--- config.mk ---
export PLATFORM = sky130hd
export DESIGN_NAME = uart_rx_ctrl
export DESIGN_NICKNAME = d
export VERILOG_FILES = /design/src/rtl/uart_pkg.sv /design/src/rtl/fifo.sv /design/src/rtl/uart_rx_ctrl.sv
export SDC_FILE = /design/constraint.sdc
export NUM_CORES = 1
export LEC_CHECK = 0
export CAP_MARGIN = 40
export CORE_UTILIZATION = 41
export CTS_BUF_LIST = sky130_fd_sc_hd__clkbuf_8
export DETAILED_ROUTE_END_ITERATION = 12
export GPL_TIMING_DRIVEN = 0
export PLACE_DENSITY = 0.54
export SLEW_MARGIN = 15
export SYNTH_ARGS = -nofsm -noshare
export SYNTH_HDL_FRONTEND = slang
export SYNTH_SLANG_ARGS = --single-unit
export TNS_END_PERCENT = 50
--- constraint.sdc ---
create_clock -name clk -period 7.9 [get_ports clk]
set_clock_uncertainty 0.1 [all_clocks]
set_input_delay 1.58 -clock clk [delete_from_list [all_inputs] [get_ports clk]]
set_output_delay 1.58 -clock clk [all_outputs]
set_load 0.01 [all_outputs]
--- src/rtl/uart_pkg.sv ---
`default_nettype none
// ============================================================================
// Package  : uart_pkg
// Brief    : Shared constants and helpers for the UART receive subsystem.
// Revision : 1.0 - initial release
// ============================================================================
package uart_pkg;

    typedef logic [2:0] state_t;

    localparam state_t ST_IDLE   = 3'd0;
    localparam state_t ST_START  = 3'd1;
    localparam state_t ST_DATA   = 3'd2;
    localparam state_t ST_PARITY = 3'd3;
    localparam state_t ST_STOP   = 3'd4;

    localparam logic [1:0] PAR_NONE = 2'b00;
    localparam logic [1:0] PAR_EVEN = 2'b01;
    localparam logic [1:0] PAR_ODD  = 2'b10;

    // cfg_dbit 00..11 selects 5..8 data bits; last bit index is 4 + code.
    localparam logic [2:0] DBIT_LAST_BASE = 3'd4;

    // Entry layout: {frame_err, parity_err, data[7:0]}.
    localparam int ENTRY_W = 8 + 2;

    function automatic logic [2:0] last_data_bit(input logic [1:0] dbit);
        return DBIT_LAST_BASE + {1'b0, dbit};
    endfunction

    function automatic logic parity_enabled(input logic [1:0] par);
        return (par == PAR_EVEN) || (par == PAR_ODD);
    endfunction

endpackage
`default_nettype wire

--- src/rtl/fifo.sv ---
`default_nettype none
// ============================================================================
// Module   : fifo
// Brief    : Show-ahead synchronous FIFO, 2**W entries of B bits.
// Revision : 1.0 - initial release
// ============================================================================
module fifo #(
    parameter int B = 8,
    parameter int W = 4
) (
    input  logic         clk,
    input  logic         rst,
    input  logic         i_rd,
    input  logic         i_wr,
    input  logic [B-1:0] i_wdata,
    output logic         o_empty,
    output logic         o_full,
    output logic [B-1:0] o_rdata
);

    localparam int DEPTH = 2 ** W;

    logic [B-1:0] r_mem [DEPTH];
    logic [W:0]   r_wptr;
    logic [W:0]   r_rptr;
    logic         w_empty;
    logic         w_full;
    logic         w_wr_en;
    logic         w_rd_en;

    assign w_empty = (r_wptr == r_rptr);
    assign w_full  = (r_wptr[W] != r_rptr[W]) && (r_wptr[W-1:0] == r_rptr[W-1:0]);

    // A full FIFO still accepts a write when the head is popped in the same cycle.
    assign w_wr_en = i_wr && (!w_full || i_rd);
    assign w_rd_en = i_rd && !w_empty;

    always_ff @(posedge clk) begin
        if (rst) begin
            r_wptr <= '0;
            r_rptr <= '0;
        end else begin
            if (w_wr_en) r_wptr <= r_wptr + 1'b1;
            if (w_rd_en) r_rptr <= r_rptr + 1'b1;
        end
    end

    always_ff @(posedge clk) begin
        if (w_wr_en) r_mem[r_wptr[W-1:0]] <= i_wdata;
    end

    assign o_empty = w_empty;
    assign o_full  = w_full;
    assign o_rdata = w_empty ? '0 : r_mem[r_rptr[W-1:0]];

endmodule
`default_nettype wire

--- src/rtl/uart_rx_ctrl.sv ---
`default_nettype none
// ============================================================================
// Module   : uart_rx_ctrl
// Brief    : Configurable-frame UART receiver with baud generator, rx
//            synchroniser and error-tagged receive FIFO with overrun flag.
// Revision : 1.0 - initial release
// ============================================================================
module uart_rx_ctrl
    import uart_pkg::*;
#(
    parameter int OVERSAMPLE = 16,
    parameter int DVSR_WIDTH = 16,
    parameter int FIFO_W     = 4
) (
    input  logic                  clk,
    input  logic                  rst,
    input  logic                  rx,
    input  logic [DVSR_WIDTH-1:0] cfg_dvsr,
    input  logic [1:0]            cfg_dbit,
    input  logic [1:0]            cfg_parity,
    input  logic                  cfg_stop2,
    input  logic                  rd_uart,
    output logic [7:0]            rd_data,
    output logic                  rd_parity_err,
    output logic                  rd_frame_err,
    output logic                  rx_empty,
    output logic                  rx_full,
    output logic                  overrun,
    input  logic                  clr_overrun
);

    localparam int             S_W         = $clog2(OVERSAMPLE);
    localparam logic [S_W-1:0] S_HALF_LAST = S_W'(OVERSAMPLE / 2 - 1);
    localparam logic [S_W-1:0] S_LAST      = S_W'(OVERSAMPLE - 1);

    // ---------------- baud tick ----------------
    logic [DVSR_WIDTH-1:0] r_tick_cnt;
    logic [DVSR_WIDTH-1:0] w_tick_lim;
    logic                  w_s_tick;

    always_comb begin
        w_tick_lim = (cfg_dvsr > DVSR_WIDTH'(1)) ? (cfg_dvsr - DVSR_WIDTH'(1)) : '0;
        w_s_tick   = (r_tick_cnt >= w_tick_lim);
    end

    always_ff @(posedge clk) begin
        if (rst || w_s_tick) r_tick_cnt <= '0;
        else                 r_tick_cnt <= r_tick_cnt + DVSR_WIDTH'(1);
    end

    // ---------------- rx synchroniser ----------------
    logic r_rx_meta;
    logic r_rx_sync;

    always_ff @(posedge clk) begin
        if (rst) begin
            r_rx_meta <= 1'b1;
            r_rx_sync <= 1'b1;
        end else begin
            r_rx_meta <= rx;
            r_rx_sync <= r_rx_meta;
        end
    end

    // ---------------- receiver FSM ----------------
    state_t         r_state;
    logic [S_W-1:0] r_s_cnt;
    logic [2:0]     r_bit_cnt;
    logic [7:0]     r_shift;
    logic [2:0]     r_dbit_last;
    logic [1:0]     r_par_mode;
    logic           r_stop2;
    logic           r_par_err;
    logic           r_frame_err;

    logic           w_sample;
    logic [2:0]     w_stop_last;
    logic           w_par_xor;
    logic           w_par_err;
    logic           w_push;
    logic           w_push_frame_err;
    logic [ENTRY_W-1:0] w_entry;

    always_comb begin
        w_sample         = w_s_tick && (r_s_cnt == S_LAST);
        w_stop_last      = r_stop2 ? 3'd1 : 3'd0;
        w_par_xor        = (^r_shift) ^ r_rx_sync;
        w_par_err        = (r_par_mode == PAR_ODD) ? ~w_par_xor : w_par_xor;
        w_push           = (r_state == ST_STOP) && w_sample && (r_bit_cnt == w_stop_last);
        // The final stop bit is sampled in the push cycle, so fold it in here.
        w_push_frame_err = r_frame_err | ~r_rx_sync;
        w_entry          = {w_push_frame_err, r_par_err, r_shift};
    end

    always_ff @(posedge clk) begin
        if (rst) begin
            r_state     <= ST_IDLE;
            r_s_cnt     <= '0;
            r_bit_cnt   <= '0;
            r_shift     <= '0;
            r_dbit_last <= '0;
            r_par_mode  <= PAR_NONE;
            r_stop2     <= 1'b0;
            r_par_err   <= 1'b0;
            r_frame_err <= 1'b0;
        end else begin
            case (r_state)
                ST_IDLE: begin
                    if (!r_rx_sync) begin
                        r_state     <= ST_START;
                        r_s_cnt     <= '0;
                        r_bit_cnt   <= '0;
                        r_shift     <= '0;
                        r_dbit_last <= last_data_bit(cfg_dbit);
                        r_par_mode  <= cfg_parity;
                        r_stop2     <= cfg_stop2;
                        r_par_err   <= 1'b0;
                        r_frame_err <= 1'b0;
                    end
                end
                ST_START: begin
                    if (w_s_tick) begin
                        if (r_s_cnt == S_HALF_LAST) begin
                            r_s_cnt   <= '0;
                            r_bit_cnt <= '0;
                            r_state   <= r_rx_sync ? ST_IDLE : ST_DATA;
                        end else begin
                            r_s_cnt <= r_s_cnt + S_W'(1);
                        end
                    end
                end
                ST_DATA: begin
                    if (w_sample) begin
                        r_s_cnt            <= '0;
                        r_shift[r_bit_cnt] <= r_rx_sync;
                        if (r_bit_cnt == r_dbit_last) begin
                            r_bit_cnt <= '0;
                            r_state   <= parity_enabled(r_par_mode) ? ST_PARITY : ST_STOP;
                        end else begin
                            r_bit_cnt <= r_bit_cnt + 3'd1;
                        end
                    end else if (w_s_tick) begin
                        r_s_cnt <= r_s_cnt + S_W'(1);
                    end
                end
                ST_PARITY: begin
                    if (w_sample) begin
                        r_s_cnt   <= '0;
                        r_par_err <= w_par_err;
                        r_state   <= ST_STOP;
                    end else if (w_s_tick) begin
                        r_s_cnt <= r_s_cnt + S_W'(1);
                    end
                end
                ST_STOP: begin
                    if (w_sample) begin
                        r_s_cnt <= '0;
                        if (!r_rx_sync) r_frame_err <= 1'b1;
                        if (r_bit_cnt == w_stop_last) begin
                            r_bit_cnt <= '0;
                            r_state   <= ST_IDLE;
                        end else begin
                            r_bit_cnt <= r_bit_cnt + 3'd1;
                        end
                    end else if (w_s_tick) begin
                        r_s_cnt <= r_s_cnt + S_W'(1);
                    end
                end
                default: r_state <= ST_IDLE;
            endcase
        end
    end

    // ---------------- receive FIFO ----------------
    logic [ENTRY_W-1:0] w_head;

    fifo #(
        .B (ENTRY_W),
        .W (FIFO_W)
    ) u_fifo (
        .clk     (clk),
        .rst     (rst),
        .i_rd    (rd_uart),
        .i_wr    (w_push),
        .i_wdata (w_entry),
        .o_empty (rx_empty),
        .o_full  (rx_full),
        .o_rdata (w_head)
    );

    assign rd_data       = w_head[7:0];
    assign rd_parity_err = w_head[8];
    assign rd_frame_err  = w_head[9];

    // ---------------- sticky overrun ----------------
    logic r_overrun;
    logic w_drop;

    assign w_drop = w_push && rx_full && !rd_uart;

    always_ff @(posedge clk) begin
        if (rst)              r_overrun <= 1'b0;
        else if (w_drop)      r_overrun <= 1'b1;
        else if (clr_overrun) r_overrun <= 1'b0;
    end

    assign overrun = r_overrun;

endmodule
`default_nettype wire

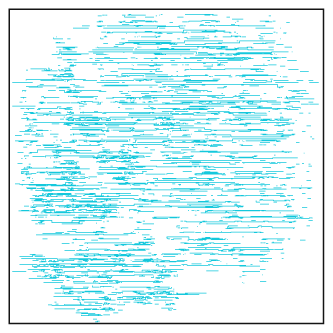
**Above:** signal wires on met1.
Drawn at 2 px/um.
wire length on this layer: 10200 um
nets with wire on the layer: 782
share of all routed wire: 46%

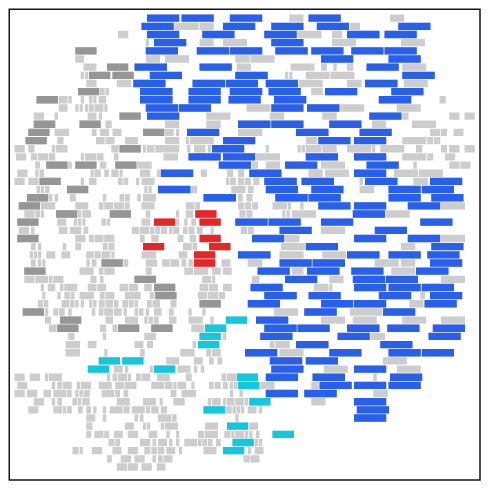
**Above:** where the registers sit.
Drawn at 3 px/um.
legend:
  `u_fifo.r_mem`:
    color: blue
    flops: 160
  `r_shift`:
    color: red
    flops: 8
    where: center
  `r_tick_cnt`:
    color: cyan
    flops: 16
    where: south
not colored: 35
share of cell area taken by flip-flops and latches: 52.51%
area taken by flip-flops and latches: 5986 um2
post-layout utilization of the core: 48.71%

==> reports/qor.log <==
[grt] GR met3 Demand/Resource 3.074%
[drt] post-route ant nets 0
[floorplan] tap cells 319
[synthesis] top cells by area sky130_fd_sc_hd__edfxtp_1 49%, sky130_fd_sc_hd__dfxtp_1 12%, sky130_fd_sc_hd__mux4_2 12%
[synthesis] count of warnings emitted by yosys 0
[drt] DRC errors left 0
[clock_tree] clock slew seen by the registers of the worst setup and hold paths 0.06 ns
[layout] most frequent cells in the layout 160 x sky130_fd_sc_hd__edfxtp_1, 59 x sky130_fd_sc_hd__dfxtp_1, 54 x sky130_fd_sc_hd__nor2_1
[setup_path] launching element type of the critical path primary input
[layout] area fraction of clock buffers and clock inverters 6.674%
[floorplan] num rows 56
[worst_hold_path] destination of the worst hold path r_rx_sync
[drt] wire per inst 19.63 um
[setup_path] cell depth of the worst flop-to-flop path 9
[clock_tree] CTS resizes 0
[grt] antenna violations before repair 0
[drt] top routing layer in use met4
[outcome] result of the run complete, no violations
[floorplan] Pre-Place Util 41.77%
[sta] Fmax achieved 152.7 MHz
[layout] layout cells sized above 1 15.49%
[clock_tree] TritonCTS sink count 219
[sta] clock period minus final worst setup slack 6.549 ns
[synthesis] Synth Area in Compound Gates 4.697%
[layout] area taken by multi-input logic gates 3602 um2
[synthesis] commonest register cell after synthesis sky130_fd_sc_hd__edfxtp_1
[sta] final worst hold slack 0.3060 ns
[setup_path] critical path data required time 7.95 ns
[layout] count of clock-net buffers in the final layout 47
[sta] transition time at the pin with the least slew margin 0.9028 ns
[drt] violation count after the first detailed-route iteration 365
[placement] Placement Cell Area 10630 um2
[grt] vias in the first global route 6047
[worst_hold_path] start point of the worst min-delay path r_rx_meta
[synthesis] portion of netlist area occupied by mux cells 12.27%
[sta] worst-case headroom to the max-slew limit 39.31%
worst max path at each step:
stage	start	end	slack, ns	cells after the start
2_1_floorplan	cfg_dvsr[5]	u_fifo.r_mem[15][0]	1.59	16
3_3_place_gp	cfg_dvsr[5]	u_fifo.r_mem[15][0]	0.32	17
3_5_place_dp	cfg_dvsr[5]	u_fifo.r_mem[8][1]	0.80	17
4_1_cts	cfg_dvsr[5]	u_fifo.r_mem[8][3]	1.35	17
5_1_grt	cfg_dvsr[6]	u_fifo.r_mem[1][3]	1.06	16
6_report	cfg_dvsr[5]	u_fifo.r_mem[8][2]	1.35	17
report_power, final:
group          leakage [nW]  total [mW]  switching, mW  internal [mW]
sequential             2.30        1.23        0.00349           1.22
clock                 0.420        1.02          0.451          0.571
combinational          1.51      0.0906         0.0545         0.0361
Power and IR drop assume default switching activity.
